$ cat src/rtl/chunk_shifter_pkg.sv
// Shared helpers for the skew / de-skew stage pair.
// nchunks gives the lane count for a word split into CHUNK-bit lanes.
package chunk_shifter_pkg;

  function automatic int nchunks(input int width, input int chunk);
    return (width + chunk - 1) / chunk;
  endfunction

endpackage

$ cat src/rtl/chunk_shifter_delay.sv
// DELAY-deep register chain with synchronous clear and enable hold.
// DELAY=0 degenerates to a wire; the control inputs are then unused.
module delay #(
  parameter int DELAY = 1,
  parameter int WIDTH = 1
) (
  input  logic             clk,
  input  logic             rst,
  input  logic             en,
  input  logic [WIDTH-1:0] in,
  output logic [WIDTH-1:0] out
);

  if (DELAY == 0) begin : g_wire
    logic unused_ok;
    assign unused_ok = ^{clk, rst, en};
    assign out = in;
  end else begin : g_chain
    logic [WIDTH-1:0] chain_q [DELAY];
    logic [WIDTH-1:0] chain_d [DELAY];

    always_comb begin
      chain_d[0] = in;
      for (int k = 1; k < DELAY; k++) begin
        chain_d[k] = chain_q[k-1];
      end
    end

    // Reset wins over enable so a flush works even while stalled.
    always_ff @(posedge clk) begin
      if (rst) begin
        for (int k = 0; k < DELAY; k++) begin
          chain_q[k] <= '0;
        end
      end else if (en) begin
        chain_q <= chain_d;
      end
    end

    assign out = chain_q[DELAY-1];
  end

endmodule

$ cat src/rtl/chunk_shifter.sv
// Input skew stage: lane i of the word leaves i enabled cycles after entry.
// Lane 0 is combinational; the last lane may be narrower than CHUNK.
module chunk_shifter
  import chunk_shifter_pkg::*;
#(
  parameter int WIDTH = 8,
  parameter int CHUNK = 2
) (
  input  logic             clk,
  input  logic             rst,
  input  logic             en,
  input  logic [WIDTH-1:0] in,
  output logic [WIDTH-1:0] out
);

  localparam int N = nchunks(WIDTH, CHUNK);

  for (genvar i = 0; i < N; i++) begin : g_lane
    localparam int LW = (i == N - 1) ? (WIDTH - (N - 1) * CHUNK) : CHUNK;

    delay #(
      .DELAY (i),
      .WIDTH (LW)
    ) u_delay (
      .clk (clk),
      .rst (rst),
      .en  (en),
      .in  (in[i*CHUNK +: LW]),
      .out (out[i*CHUNK +: LW])
    );
  end

endmodule

$ cat config.mk
export PLATFORM = sky130hd
export DESIGN_NAME = chunk_shifter
export DESIGN_NICKNAME = d
export VERILOG_FILES = /design/src/rtl/chunk_shifter_pkg.sv /design/src/rtl/chunk_shifter_delay.sv /design/src/rtl/chunk_shifter.sv
export SDC_FILE = /design/constraint.sdc
export NUM_CORES = 1
export LEC_CHECK = 0
export CAP_MARGIN = 20
export CORE_AREA = 2 2 39 41
export DETAILED_ROUTE_END_ITERATION = 8
export DIE_AREA = 0 0 41 43
export PLACE_DENSITY_LB_ADDON = 0.08
export SYNTH_ARGS = -nofsm -noshare
export SYNTH_HDL_FRONTEND = slang
export SYNTH_SLANG_ARGS = --single-unit
$ cat constraint.sdc
create_clock -name clk -period 0.8 [get_ports clk]
set_input_delay 0.24 -clock clk [delete_from_list [all_inputs] [get_ports clk]]
set_output_delay 0.24 -clock clk [all_outputs]
set_load 0.02 [all_outputs]
### Metal 1, run 1

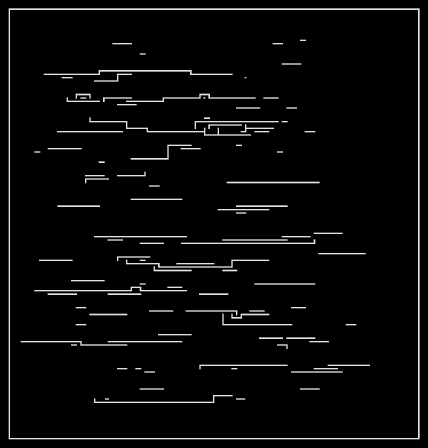
The layer carries 371 microns of wire. The longest straight run is 13.3 microns. The layer holds 44% of the routed length. 55 nets have wire on it.

### Signal wires on met2, run 1

Scale bar: 10 microns. Cells faint in the background.
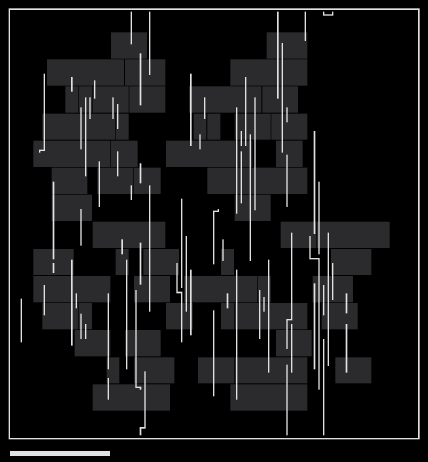
The layer carries 412 microns of wire. The layer holds 48% of the routed length. The longest straight run is 13.3 microns. The wires run mostly vertical.

==> out/qor.yml, run 1 <==
outcome:
  run_status: "finished, violations left"
  violated_checks: "setup timing"
global_routing:
  globalRouteTotalUtil: 0.1236
  grt_overflow: 0
  number_of_global_route_vias_before_repair: 348
worst_setup_path:
  path_max_fanout: 2
  r2r_slack_ns: 0.08
  critPathBufInv: 1
  slowest_stage: "sky130_fd_sc_hd__dfxtp_2"
job:
  max-cap-violations: 0
layout:
  num-multi-input-gates: 24
  share_of_cells_above_drive_strength_1: 0.3509
  area.growth.synth_to_final_pct: 56.03
  nonClockInverterCount: 0
  final.fill_count: 133
  area.combinational_sq_um: 165.2
  nNonClkBuffers: 18
drt:
  detail-route-antenna-nets: 0
  drt_pass1_iterations: 3
cts:
  cts_num_sinks: 12
  clock_latency_ns: 0.25
  holdBufCountCts: 0
  clock_tree.htree_level_count: 1
yosys:
  mappedNetlistArea_sq_um: 435.4
  ys_area_sq_um: 435.4
  yosysSeqAreaShare: 0.5517
  yosys-top-cells-area: "sky130_fd_sc_hd__dfxtp_1, sky130_fd_sc_hd__mux2i_1, sky130_fd_sc_hd__nor2_1"
  synthesis.yosys.warnings: 0
final_timing:
  setup_violations: 6
  timing.final.ws_setup_ns: -0.1566
floorplanning:
  fp-row-count: 14
  core-area_sq_um: 1384
  fp-utilization: 0.3146
### M3 wires, run 1

Scale bar: 10 microns.
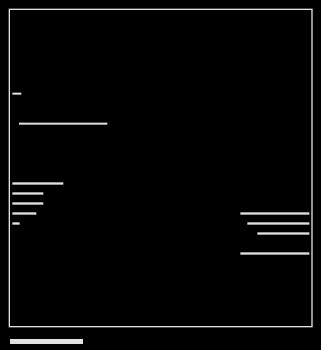
The longest straight run is 11.7 microns. The layer carries 64.0 microns of wire. The wires run mostly horizontal. 10 nets have wire on it. The layer holds 7.5% of the routed length.
Via Count: 322
Global Route met3 Usage: 0.03665

-- run 1: cell usage after synthesis (all sizes together) --
cell	count
nor2	12
dfxtp	12
buf	3
clkbuf	1
mux2i	12
-- run 1: report_power, final --
part | total (mW) | internal [mW] | leakage, nW | switching [mW]
Sequential | 0.640 | 0.626 | 0.101 | 0.0146
Combinational | 0.184 | 0.116 | 0.196 | 0.0679
Clock | 0.346 | 0.173 | 0.0138 | 0.172
Total | 1.17 | 0.915 | 0.311 | 0.255
-- run 1: timing repair --
item / in CTS / in global routing
resized: 46 / 0
gates cloned: 1 / 0
setup endpoints to repair: 18 / 6
buffers inserted: 1 / 0
-- run 1: flip-flops by register name (all words and copies together) (netlist names) --
name / cells
g_lane.u_delay.out: 6
g_lane.u_delay.g_chain.chain_d: 6
-- run 1: layer usage --
| layer | GRT usage | vias up | share of wire |
|---|---|---|---|
| li1 | - | 164 | - |
| met2 | 0.1719 | 10 | 0.48 |
| met5 | 0 | - | 0 |
| met4 | 0.08000 | 0 | 0.0047 |
| met1 | 0.1589 | 146 | 0.44 |
| met3 | 0.03665 | 2 | 0.074 |
-- run 1: logic make-up (layout without fill, tap and decap cells) --
| group | Yosys count | count (layout) | synth area share |
|---|---|---|---|
| and+or+nand+nor | 12 | 12 | 0.1034 |
| muxes | 12 | 12 | 0.2759 |
| DFF | 12 | 12 | 0.5517 |
| buffers and inverters | 4 | 21 | 0.06895 |
-- run 1: worst paths after layout --
kind                                         from                       end  cells after the start
max                      g_lane[3].u_delay.out[0]                    out[6]                      1
min reg2reg  g_lane[2].u_delay.g_chain.chain_d[0]  g_lane[2].u_delay.out[0]                      2
min                                         in[1]                    out[1]                      0
max reg2reg              g_lane[3].u_delay.out[1]  g_lane[3].u_delay.out[1]                      3
==> inputs of run 2 (changes only) <==
--- a/config.mk
+++ b/config.mk
@@ -5,10 +5,11 @@
 export SDC_FILE = /design/constraint.sdc
 export NUM_CORES = 1
 export LEC_CHECK = 0
+export ABC_AREA = 1
 export CAP_MARGIN = 20
-export CORE_AREA = 2 2 39 41
+export CORE_MARGIN = 1
+export CORE_UTILIZATION = 35
 export DETAILED_ROUTE_END_ITERATION = 8
-export DIE_AREA = 0 0 41 43
 export PLACE_DENSITY_LB_ADDON = 0.08
 export SYNTH_ARGS = -nofsm -noshare
 export SYNTH_HDL_FRONTEND = slang
==> out/qor.yml, run 2 <==
outcome:
  run_status: "finished, violations left"
  violated_checks: "setup timing"
power:
  comb_power_share: 0.182
  power.group.top: "sequential cells"
  power.share.switching: 0.2540
  power.share.clock: 0.351
cts:
  clock_latency_ns: 0.28
yosys:
  postSynth.topFlopCell: "sky130_fd_sc_hd__dfxtp_1"
  async_reset_ff_frac: 0
  yosys-top-cells-area: "sky130_fd_sc_hd__dfxtp_1, sky130_fd_sc_hd__nand2_1, sky130_fd_sc_hd__nor2_1"
  yosysSeqAreaShare: 0.4694
  top_cells_by_count: "sky130_fd_sc_hd__nand2_1, sky130_fd_sc_hd__nor2_1, sky130_fd_sc_hd__inv_1"
  synth-edff-count: 0
  ys_area_sq_um: 511.7
layout:
  final.fill_count: 144
  area.growth.synth_to_final_pct: 49.39
final_timing:
  timing.final.ws_setup_ns: -0.1706
  setup_violations: 6
job:
  max-cap-violations: 0
global_routing:
  number_of_global_route_vias_before_repair: 353
drt:
  maxUsedRoutingLayer: "met4"
  detail-route-antenna-nets: 0
  via_count: 460
  drt_pass1_iterations: 3
  wl_met1_microns: 469
  met3_wirelength_microns: 62
worst_setup_path:
  reg2regPathDepth: 3
  launch_point_of_the_worst_reg_to_reg_path: "g_lane[2].u_delay.out[1]"
hold_path:
  worst_hold_startpoint: "rst"
run 2: worst max-delay path by stage:
| stage | start | to | slack [ns] | cells after the start |
|---|---|---|---|---|
| global route | g_lane[2].u_delay.out[0] | out[4] | -0.21 | 1 |
| finish | g_lane[2].u_delay.out[0] | out[4] | -0.17 | 1 |
| detailed placement | en | g_lane[3].u_delay.out[0] | -0.39 | 5 |
| global placement | en | g_lane[3].u_delay.out[0] | -0.38 | 5 |
| floorplan | rst | g_lane[1].u_delay.out[0] | 0.14 | 4 |
| CTS | g_lane[2].u_delay.out[0] | out[4] | -0.18 | 1 |
run 2: cell type report:
class | count | area (sq um) | share of cell area
flip-flops and latches | 12 | 247.7 | 0.3241
repair buffers | 18 | 217.7 | 0.2848
multi-input cells | 48 | 185.2 | 0.2422
inverters | 13 | 51.30 | 0.06710
clock buffers | 4 | 36.28 | 0.04746
well taps | 15 | 18.77 | 0.02455
repair inverters | 1 | 7.507 | 0.009820
run 2: kinds of logic (layout without fill, tap and decap cells):
logic type,Yosys count,after routing,share of synthesized area
buffers and inverters,18,36,0.1785
DFF,12,12,0.4694
and+or+nand+nor,48,48,0.3521
run 2: stage by stage:
stage	power [mW]	cells	hold WS, ns
final	1.425	111	0.3693
after global routing	1.493	111	0.3903
after CTS	1.429	110	0.4765
after detailed placement	0.8972	105	0.4646
after global placement	0.8950	105	0.4576
after floorplan	0.8091	78	0.3949
run 2: metal layers:
layer,vias to the layer above,GRT usage
met5,-,0
met4,0,0.07500
met3,2,0.06667
met2,11,0.2258
met1,193,0.1729
li1,254,-
run 2: repair_timing:
item,in CTS,in global routing
buffers inserted,0,0
resized,45,4
cloned,1,1
hold buffers,0,0
setup endpoints to repair,18,9
### Close-up of the layout, run 2

Scale bar: 5 microns. Region (0, 20) to (20, 40) microns. Cells in grey, sequential cells in the stronger grey; small squares are vias.
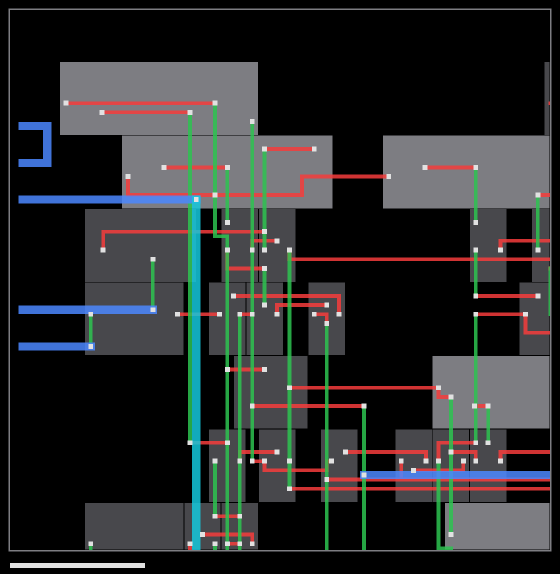
Key: met1 = red; met3 = blue; met2 = green; met4 = cyan
24 logic cells have their middle in the window. Most frequent: nand2_1 (7), nor2_1 (6), dfxtp_1 (3). Sequential cells in the window: 5. Netlist names of flops here include `g_lane.u_delay.g_chain.chain_d` (3), `g_lane.u_delay.out` (2).

### Track usage over the die, run 2

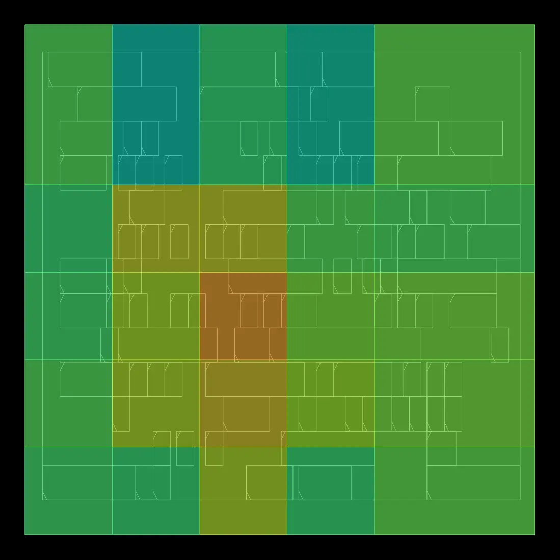
Global Route met3 Usage: 0.06667
final core utilization: 0.5732
met2 usage in global routing: 0.2258
most heavily used metal layer in global routing: met2

Power is estimated from default activity; no workload was simulated.
